==> images/placed.png <==
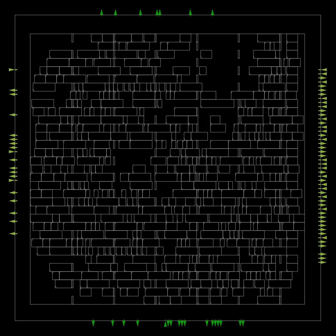
==> images/ff_map.png <==
Drawn at 3 px/um. Other sequential cells in the stronger grey, the rest of the logic in the fainter grey.
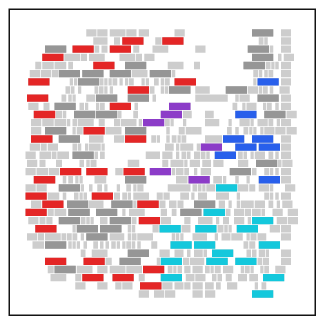
==> images/class_map.png <==
Drawn at 3 px/um.
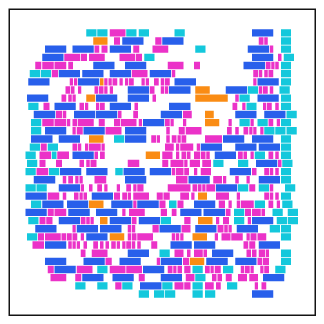
==> images/port_trees.png <==
Drawn at 4 px/um.
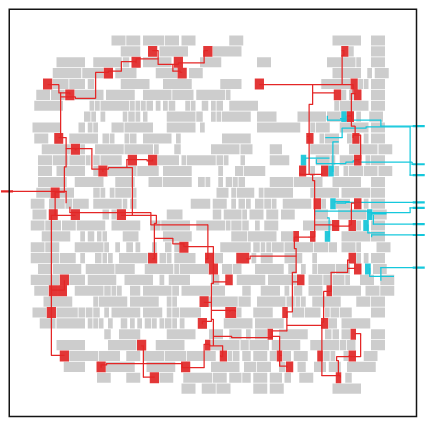
==> images/clock_wires.png <==
Drawn at 3 px/um.
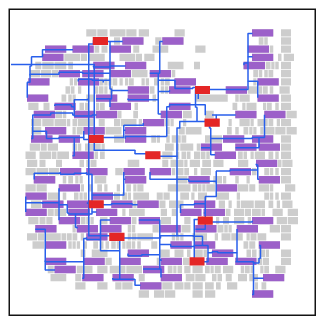
===== src/rtl/mult8_lock_pkg.sv =====
// Shared definitions for the key-locked 8x8 multiplier front end.
package mult8_lock_pkg;

   localparam int KEY_W = 32;
   localparam int OP_W  = 8;

   typedef enum logic [1:0] {
      IDLE  = 2'd0,
      LOAD  = 2'd1,
      ARMED = 2'd2
   } feeder_state_e;

endpackage


===== src/rtl/mult8_key_shifter.sv =====
// Serial key shift register with a saturating bit counter; reports when the
// key will be complete after the current cycle's shift.
module mult8_key_shifter
   import mult8_lock_pkg::*;
(
   input  logic             clk,
   input  logic             rst,
   input  logic             clear_i,
   input  logic             shift_i,
   input  logic             bit_i,
   output logic [KEY_W-1:0] sr_next_o,
   output logic             full_next_o
);

   localparam int CW = $clog2(KEY_W + 1);

   logic [KEY_W-1:0] sr_q, sr_d;
   logic [CW-1:0]    cnt_q, cnt_d;

   // Counter stops at KEY_W so a complete key is held until it is committed.
   always_comb begin
      sr_d  = sr_q;
      cnt_d = cnt_q;
      if (clear_i) begin
         sr_d  = '0;
         cnt_d = '0;
      end else if (shift_i && (cnt_q != CW'(KEY_W))) begin
         sr_d  = {sr_q[KEY_W-2:0], bit_i};
         cnt_d = cnt_q + 1'b1;
      end
   end

   assign sr_next_o   = sr_d;
   assign full_next_o = (cnt_d == CW'(KEY_W));

   always_ff @(posedge clk) begin
      if (rst) begin
         sr_q  <= '0;
         cnt_q <= '0;
      end else begin
         sr_q  <= sr_d;
         cnt_q <= cnt_d;
      end
   end

endmodule


===== src/rtl/mult8_key_operand_feeder.sv =====
// Front end of the key-locked multiplier: loads the key serially and issues
// operand pairs to the core only while a complete key is held.
module mult8_key_operand_feeder
   import mult8_lock_pkg::*;
#(
   parameter int CNT_W = 16
) (
   input  logic             clk,
   input  logic             rst,
   input  logic             key_start_i,
   input  logic             key_shift_i,
   input  logic             key_bit_i,
   output logic             key_valid_o,
   output logic [KEY_W-1:0] key_o,
   input  logic             in_valid_i,
   output logic             in_ready_o,
   input  logic [OP_W-1:0]  op1_in_i,
   input  logic [OP_W-1:0]  op2_in_i,
   output logic             out_valid_o,
   input  logic             out_ready_i,
   output logic [OP_W-1:0]  op1_o,
   output logic [OP_W-1:0]  op2_o,
   output logic [CNT_W-1:0] op_count_o
);

   feeder_state_e    state_q, state_d;
   logic [KEY_W-1:0] key_q, key_d;
   logic             out_valid_q, out_valid_d;
   logic [OP_W-1:0]  op1_q, op1_d;
   logic [OP_W-1:0]  op2_q, op2_d;
   logic [CNT_W-1:0] count_q, count_d;

   logic [KEY_W-1:0] sr_next;
   logic             full_next;
   logic             shift_en;
   logic             stall;
   logic             commit;
   logic             accept;

   assign shift_en = (state_q == LOAD) && key_shift_i && !key_start_i;
   assign stall    = out_valid_q && !out_ready_i;

   mult8_key_shifter u_shifter (
      .clk         (clk),
      .rst         (rst),
      .clear_i     (key_start_i),
      .shift_i     (shift_en),
      .bit_i       (key_bit_i),
      .sr_next_o   (sr_next),
      .full_next_o (full_next)
   );

   // A finished key is committed only when no stalled product is still
   // relying on the old key; otherwise the commit waits in LOAD.
   always_comb begin
      state_d = state_q;
      commit  = 1'b0;
      case (state_q)
         IDLE: begin
            if (key_start_i) state_d = LOAD;
         end
         LOAD: begin
            if (key_start_i) begin
               state_d = LOAD;
            end else if (full_next && !stall) begin
               state_d = ARMED;
               commit  = 1'b1;
            end
         end
         ARMED: begin
            if (key_start_i) state_d = LOAD;
         end
         default: state_d = IDLE;
      endcase
   end

   assign key_d = commit ? sr_next : key_q;

   assign in_ready_o = (state_q == ARMED) && !key_start_i && (!out_valid_q || out_ready_i);
   assign accept     = in_valid_i && in_ready_o;

   always_comb begin
      out_valid_d = out_valid_q;
      op1_d       = op1_q;
      op2_d       = op2_q;
      count_d     = count_q;
      if (accept) begin
         out_valid_d = 1'b1;
         op1_d       = op1_in_i;
         op2_d       = op2_in_i;
         count_d     = count_q + 1'b1;
      end else if (out_ready_i) begin
         out_valid_d = 1'b0;
      end
   end

   always_ff @(posedge clk) begin
      if (rst) begin
         state_q     <= IDLE;
         key_q       <= '0;
         out_valid_q <= 1'b0;
         op1_q       <= '0;
         op2_q       <= '0;
         count_q     <= '0;
      end else begin
         state_q     <= state_d;
         key_q       <= key_d;
         out_valid_q <= out_valid_d;
         op1_q       <= op1_d;
         op2_q       <= op2_d;
         count_q     <= count_d;
      end
   end

   assign key_valid_o = (state_q == ARMED);
   assign key_o       = key_q;
   assign out_valid_o = out_valid_q;
   assign op1_o       = op1_q;
   assign op2_o       = op2_q;
   assign op_count_o  = count_q;

endmodule


===== config.mk =====
export PLATFORM = sky130hd
export DESIGN_NAME = mult8_key_operand_feeder
export DESIGN_NICKNAME = d
export VERILOG_FILES = /design/src/rtl/mult8_lock_pkg.sv /design/src/rtl/mult8_key_shifter.sv /design/src/rtl/mult8_key_operand_feeder.sv
export SDC_FILE = /design/constraint.sdc
export NUM_CORES = 1
export LEC_CHECK = 0
export CORE_MARGIN = 5
export CORE_UTILIZATION = 50
export DETAILED_ROUTE_END_ITERATION = 7
export PLACE_DENSITY = 0.79
export SLEW_MARGIN = 30
export SYNTH_ARGS = -nofsm -noshare
export SYNTH_HDL_FRONTEND = slang
export SYNTH_SLANG_ARGS = --single-unit

===== constraint.sdc =====
create_clock -name clk -period 5.7 [get_ports clk]
set_input_delay 1.71 -clock clk [delete_from_list [all_inputs] [get_ports clk]]
set_output_delay 1.71 -clock clk [all_outputs]
set_load 0.01 [all_outputs]

==> run notes <==
The flow run is done. The largest cell class by area is registers. Measured against its own limit, the worst slew margin works out to 48.54%. The multi-input combinational cells in the finished layout cover a total of 1928 sq um. The report puts the cell count of the worst reg-to-reg path at 8.

The most critical setup path has its endpoint at in_ready_o. Number of max-cap violations landed at 0. The top cell type by area accounts for 50.25% of the synthesized area. Post-place instance area landed at 5089 sq um.

Post-CTS setup repair buffer count landed at 0. There are 105 flip-flops and latches. Fraction of the mapped netlist area in adder cells landed at 0.8974%. Clock transition at the registers of the reported paths landed at 0.09 ns. Once placement completed, the tool counted placed cells totaling 626. The capture point of the worst register-to-register path is recorded as key_o[18]. Proportion of synthesized area in mux cells landed at 10.32%. Number of ordinary and repair buffers in the finished layout landed at 91. Wires add up to 8.694 mm. Final period utilization landed at 86.05%. The flow ran to the end, and the final reports show no timing, DRC or antenna violations. Setup slack on the worst path after placement came out at 0.7902 ns.

Via count of the first global-routing pass landed at 3256. The number of different library cells used by synthesis comes to 44. Area fraction in and, or, nand and nor cells landed at 23.00%. The final layout report lists a clock buffer count of 11. DRC marker count from the first detailed-route iteration landed at 145. From left edge to right edge, the die measures 101.5 um. On the final layout, the worst hold slack is 0.4583 ns. The number of warnings reported in the stage logs is 27. Combinational logic burns 3.2% of the power. Count of instances resized after the clock tree is built landed at 0. Net count after synthesis landed at 481. Buffer share of cell area landed at 17.02%. The repair_antennas step left the layout with diodes totalling 0. For this run, the number of Yosys warnings is 0. STA puts the critical path data arrival time at 3.19 ns. Subtracting the final worst setup slack from the clock period gives 4.905 ns. Flip-flop and latch count after synthesis landed at 105. The biggest slice of the total power is consumed by sequential cells.

CTS placed an instance of clkbuf_8 at the clock tree root. TritonCTS built the clock tree. In this run the remaining antenna-violating nets after routing total 0.

STA shows the worst min-delay path finishing at op2_o[5]. Actual transition at the worst max-transition pin landed at 0.7704 ns. Async set or reset register ratio after synthesis landed at 0%. In the routed design, unresolved DRC markers number 0. Post-detailed-route via-to-cell ratio landed at 5.140. The final route contains 3300 vias. For this run, the chip area from Yosys synthesis comes to 4183 sq um. Port buffer count landed at 89. The wire-length estimate of the detail-placed layout is 5.871 mm.

Looking at the reg2reg group, the worst path starts from u_shifter.cnt_q[0]. Pre-placement core utilization landed at 51.16%. After synthesis, the largest family of logic cells by area is simple AND/OR/NAND/NOR gates. The library cell used most frequently in the layout, excluding fill and tap cells, is nand2_1. Among all cell types in the netlist, the one instantiated most often is nand2_1.

According to the report, the first pass of detailed routing completed in 4 iterations. By area the synthesized netlist is led by dfxtp_1, nand2_1, a21oi_1, mux2_4, nor2b_1. Count of inverters other than clock inverters in the layout landed at 7.

The floorplan step set the die height to 101.5 um. Looking at hold timing, the worst path starts from op2_o[5]. The path class of the tightest hold or removal check is reg -> reg.

Number of H-tree branching levels landed at 3. Synthesized netlist cell count landed at 455. Post-synth design cell area landed at 4183 sq um. The power report lists cell-internal power as 969.0 uW. Cell depth of the worst hold path landed at 2. The synthesized netlist devotes 3.111% of its cell area to XOR and XNOR gates. In the final routed layout, each cell accounts on average for 13.54 um. Switching power as a share of total power landed at 22.09%. For this run, combinational gates with multiple inputs come to 318. The worst setup path is launched from a primary input. Total global routing overflow landed at 0. Setup slack closes at 0.7951 ns. Final total negative setup slack landed at 0 ns. Sequential area share after synthesis landed at 50.25%. Of all nets on the critical path, the largest fanout is 9.

In the layout the commonest cells are nand2_1, dfxtp_1, clkdlybuf4s50_1. The critical path is of the in -> out type. Counting endpoints that fail hold in the final report gives 0. Data required time at the worst endpoint landed at 3.99 ns. Slack of the worst reg-to-reg path landed at 2.87 ns.
About placed.png:
Std-Cell Rows: 33
total core area: 8175 sq um
Final Instance Count excl. Fillers: 642
number of inserted filler cells in the final layout: 698
Taps Inserted: 105

About ff_map.png:
[op_count_o] cyan | sequential cells: 16
[op1_o] blue | sequential cells: 8 | where: middle right
[key_o] red | sequential cells: 32
[u_shifter.cnt_q] purple | sequential cells: 6 | where: centre
not coloured: 43
register area: 2102 sq um
flop share of the area: 39.71%
share of the core filled with cells in the final layout: 64.75%
power in sequential cells: 735 uW

About class_map.png:
[clock drivers and dummy loads] orange | cells: 16 | share of their area: 4.0%
[remaining logic cells] magenta | cells: 325 | share of their area: 38%
[registers] blue | cells: 105 | share of their area: 41%
[remaining buffers and delay cells] cyan | cells: 91 | share of their area: 17%

About port_trees.png:
[op1_in_i] cyan | bits: 8 | direction: input | edge: right | end cells: 8 | buffers: 8 | wire: 213 um
[rst] red | bits: 1 | direction: input | edge: left | end cells: 68 | buffers: 2 | wire: 667 um

About clock_wires.png:
[clock-net drivers] red | count: 9
[clock wires] blue | length: 1150 um
[flip-flops] purple | count: 105
flops lie: widely spread
Late-Pin Clk Latency: 0.36 ns
Clock Power: 469 uW
clock network fraction of total power: 37.7%

-- cell families after synthesis --
group | Yosys count
and+or+nand+nor | 200
DFF | 105
AOI/OAI and AO/OA | 69
buffers and inverters | 32
muxes | 32
xor gates and xnor gates | 14
adders and majority gates | 3
-- critical path: stages --
cell and delay [ns]:
clkdlybuf4s50_1 0.57, nor2_1 0.20, and2_1 0.17, clkdlybuf4s50_1 0.54
-- sequential cells by signal, indices dropped and copies added (netlist names) --
register         flops
key_o               32
op_count_o          16
u_shifter.cnt_q      6
op1_o                8
op2_o                8
u_shifter.sr_q      32
out_valid_o          1
state_q              2
-- metal layers --
layer	part of all wire [%]	global-route usage, %
met5	0	0
met2	45	29.33
met3	7.3	4.201
met1	47	22.26
met4	1.5	7.464
Power is estimated from default activity; no workload was simulated.
